`src/rtl/izhikevich_state_update.sv`:
```
`default_nettype none
// +--------------------------------------------------------------------------+
// | Module      : izhikevich_state_update                                     |
// | Description : Izhikevich neuron state-update stage: saturates v_next,     |
// |               updates u, detects spikes and applies the (c, d) reset.     |
// |               Optional refractory hold selected by macro REFRACTORY_EN.   |
// | Revision    : 1.0 - initial release                                       |
// +--------------------------------------------------------------------------+
module izhikevich_state_update #(
    parameter int V_PEAK       = 30,
    parameter int V_INIT       = -65,
    parameter int U_INIT       = -13,
    parameter int REFRAC_STEPS = 2
) (
    input  logic               clk,
    input  logic               rst,
    input  logic               in_valid,
    output logic               in_ready,
    input  logic signed [31:0] v_next_in,
    input  logic signed [15:0] dt_in,
    input  logic signed [15:0] a_q,
    input  logic signed [15:0] b_q,
    input  logic signed [15:0] c_in,
    input  logic signed [15:0] d_in,
    output logic signed [15:0] v_out,
    output logic signed [15:0] u_out,
    output logic               spike,
    output logic               out_valid,
    output logic        [15:0] spike_count
);

    localparam logic [1:0] c_IDLE   = 2'd0;
    localparam logic [1:0] c_CALC   = 2'd1;
    localparam logic [1:0] c_COMMIT = 2'd2;

    localparam logic signed [15:0] c_V_PEAK = 16'(V_PEAK);
    localparam logic signed [15:0] c_V_INIT = 16'(V_INIT);
    localparam logic signed [15:0] c_U_INIT = 16'(U_INIT);

    logic        [1:0]  r_state;
    logic signed [15:0] r_vs;
    logic signed [15:0] r_dt;
    logic signed [15:0] r_a;
    logic signed [15:0] r_b;
    logic signed [15:0] r_c;
    logic signed [15:0] r_d;
    logic signed [47:0] r_un;

    logic signed [15:0] w_vs;
    logic signed [31:0] w_b32;
    logic signed [31:0] w_v32;
    logic signed [31:0] w_u32;
    logic signed [31:0] w_bv;
    logic signed [31:0] w_diff;
    logic signed [47:0] w_a48;
    logic signed [47:0] w_diff48;
    logic signed [47:0] w_du_prod;
    logic signed [31:0] w_du;
    logic signed [47:0] w_du48;
    logic signed [47:0] w_dt48;
    logic signed [47:0] w_u48;
    logic signed [47:0] w_un;
    logic signed [47:0] w_un_d;
    logic               w_thr;

    function automatic logic signed [15:0] f_clamp16(input logic signed [47:0] x);
        if (x > 48'sd32767)
            f_clamp16 = 16'sh7FFF;
        else if (x < -48'sd32768)
            f_clamp16 = 16'sh8000;
        else
            f_clamp16 = x[15:0];
    endfunction

    assign in_ready = (r_state == c_IDLE);

    always_comb begin
        w_vs = v_next_in[15:0];
        if (v_next_in > 32'sd32767)
            w_vs = 16'sh7FFF;
        else if (v_next_in < -32'sd32768)
            w_vs = 16'sh8000;
    end

    // u update uses the state still held in v_out/u_out (the old step)
    assign w_b32     = {{16{r_b[15]}}, r_b};
    assign w_v32     = {{16{v_out[15]}}, v_out};
    assign w_u32     = {{16{u_out[15]}}, u_out};
    assign w_bv      = (w_b32 * w_v32) >>> 8;
    assign w_diff    = w_bv - w_u32;
    assign w_a48     = {{32{r_a[15]}}, r_a};
    assign w_diff48  = {{16{w_diff[31]}}, w_diff};
    assign w_du_prod = w_a48 * w_diff48;
    assign w_du      = 32'(w_du_prod >>> 8);
    assign w_du48    = {{16{w_du[31]}}, w_du};
    assign w_dt48    = {{32{r_dt[15]}}, r_dt};
    assign w_u48     = {{32{u_out[15]}}, u_out};
    assign w_un      = w_u48 + w_du48 * w_dt48;
    assign w_un_d    = r_un + {{32{r_d[15]}}, r_d};
    assign w_thr     = (r_vs >= c_V_PEAK);

`ifdef REFRACTORY_EN
    localparam logic [2:0] c_REFRAC = 3'(REFRAC_STEPS);
    logic [2:0] r_refrac;
`endif

    always_ff @(posedge clk or posedge rst) begin
        if (rst) begin
            r_state     <= c_IDLE;
            r_vs        <= '0;
            r_dt        <= '0;
            r_a         <= '0;
            r_b         <= '0;
            r_c         <= '0;
            r_d         <= '0;
            r_un        <= '0;
            v_out       <= c_V_INIT;
            u_out       <= c_U_INIT;
            spike       <= 1'b0;
            out_valid   <= 1'b0;
            spike_count <= '0;
`ifdef REFRACTORY_EN
            r_refrac    <= '0;
`endif
        end else begin
            spike     <= 1'b0;
            out_valid <= 1'b0;
            case (r_state)
                c_IDLE: begin
                    if (in_valid) begin
                        r_vs    <= w_vs;
                        r_dt    <= dt_in;
                        r_a     <= a_q;
                        r_b     <= b_q;
                        r_c     <= c_in;
                        r_d     <= d_in;
                        r_state <= c_CALC;
                    end
                end
                c_CALC: begin
                    r_un    <= w_un;
                    r_state <= c_COMMIT;
                end
                c_COMMIT: begin
                    out_valid <= 1'b1;
                    r_state   <= c_IDLE;
`ifdef REFRACTORY_EN
                    if (r_refrac != 3'd0) begin
                        v_out    <= r_c;
                        u_out    <= f_clamp16(r_un);
                        r_refrac <= r_refrac - 3'd1;
                    end else if (w_thr) begin
                        v_out       <= r_c;
                        u_out       <= f_clamp16(w_un_d);
                        spike       <= 1'b1;
                        spike_count <= spike_count + 16'd1;
                        r_refrac    <= c_REFRAC;
                    end else begin
                        v_out <= r_vs;
                        u_out <= f_clamp16(r_un);
                    end
`else
                    if (w_thr) begin
                        v_out       <= r_c;
                        u_out       <= f_clamp16(w_un_d);
                        spike       <= 1'b1;
                        spike_count <= spike_count + 16'd1;
                    end else begin
                        v_out <= r_vs;
                        u_out <= f_clamp16(r_un);
                    end
`endif
                end
                default: r_state <= c_IDLE;
            endcase
        end
    end

endmodule
`default_nettype wire

```
`config.mk`:
```
export PLATFORM = sky130hd
export DESIGN_NAME = izhikevich_state_update
export DESIGN_NICKNAME = d
export VERILOG_FILES = /design/src/rtl/izhikevich_state_update.sv
export SDC_FILE = /design/constraint.sdc
export NUM_CORES = 2
export LEC_CHECK = 0
export CAP_MARGIN = 20
export CORE_AREA = 10 10 300 302
export DETAILED_ROUTE_END_ITERATION = 16
export DIE_AREA = 0 0 310 312
export PLACE_DENSITY = 0.83
export SETUP_SLACK_MARGIN = 0.02
export SYNTH_ARGS = -nofsm -noshare
export SYNTH_HDL_FRONTEND = slang
export SYNTH_SLANG_ARGS = --single-unit
```
`constraint.sdc`:
```
create_clock -name clk -period 24.5 [get_ports clk]
set_input_delay 2.45 -clock clk [delete_from_list [all_inputs] [get_ports clk]]
set_output_delay 2.45 -clock clk [all_outputs]
set_load 0.02 [all_outputs]
```
==> images/m3.png <==
(1 px per um) Cells faint in the background.
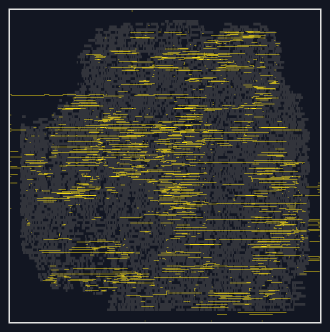
main direction: horizontal
share of all routed wire: 8.5%
nets with wire on the layer: 508
wire length on this layer: 12100 um
longest straight run: 133 um
total wire length: 144 mm
vias post-DR: 42036
GR Util met3: 0.0559

==> images/class_map.png <==
(1.5 px per um)
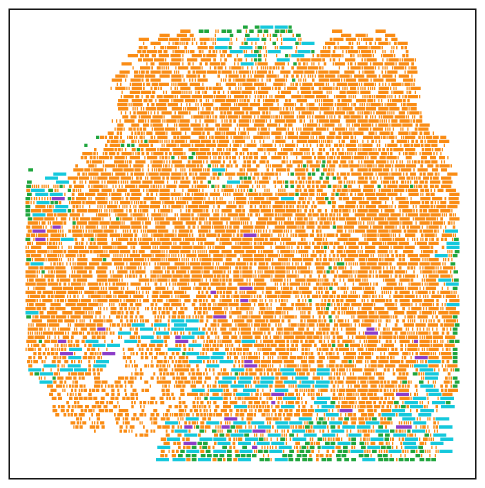
[orange] remaining logic cells | cells: 5643
[cyan] sequential cells | cells: 196
[green] remaining buffers and delay cells | cells: 251
[purple] clock drivers and dummy loads | cells: 32
FP Rows: 107
post-route cell area: 0.0576 mm^2
Seq/total area: 0.0858
core region area: 0.0843 mm^2

==> images/route_heat.png <==
(1 px per um) 31 x 31 tiles, from dark purple (low) to yellow (high), scaled to the fullest tile. Values are wire area over tile area, all layers added.
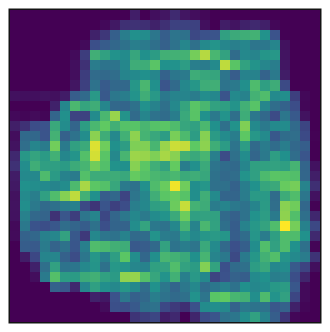
tiles over half the peak: 31%
nearly empty tiles: 17%
densest ninth of the die: centre
emptiest ninth of the die: north-west

==> flow_summary.toml <==
# physical design summary
[run_status]
status = "complete, no violations"

[setup_path]
reg2reg_slack_ns = 3.45
required_ns = 24.94
critical_path_buf_inv_count = 13
cpMostUsedCell = "fa_1"
reg2reg_from = "r_b[7]"
critical_path_peak_fanout = 17

[grt]
busiest_layer = "met2"

[layout]
inv_count = 1303
regMostFlops = "r_un"
drive_above_1_share = 0.0394
area.growth.synth_to_final_pct = 6.44
dominant_cells = "logic gates"

[place]
dp_cells = 7179
dp_hpwl_mm = 114
gp_congestion = 0.948
pre_cts_ws_ns = 3.73

[sta]
hold_ws_ns = 0.479
post-route-period-util = 0.859
slew_headroom = 0.239
hold_viol = 0

[floorplan]
n_tap_cell = 1090

[route]
top_layer_used = "met4"
wl_met3_mm = 12.1
dr.pass1.iters = 6

[yosys]
syn_area_mm2 = 0.0541
ys_sh_simple = 0.176
adder_share = 0.511
ys_ff = 196
synth.cellmix.compoundShare = 0.0744
xor_share = 0.0314

[clocking]
numClockSinks = 196
clock.latency.late_pin_ns = 0.54
clockRootBuffer = "clkbuf_16"

[hold_path]
worstHoldEndpoint = "spike_count[15]"
worstHoldPathType = "reg -> reg"
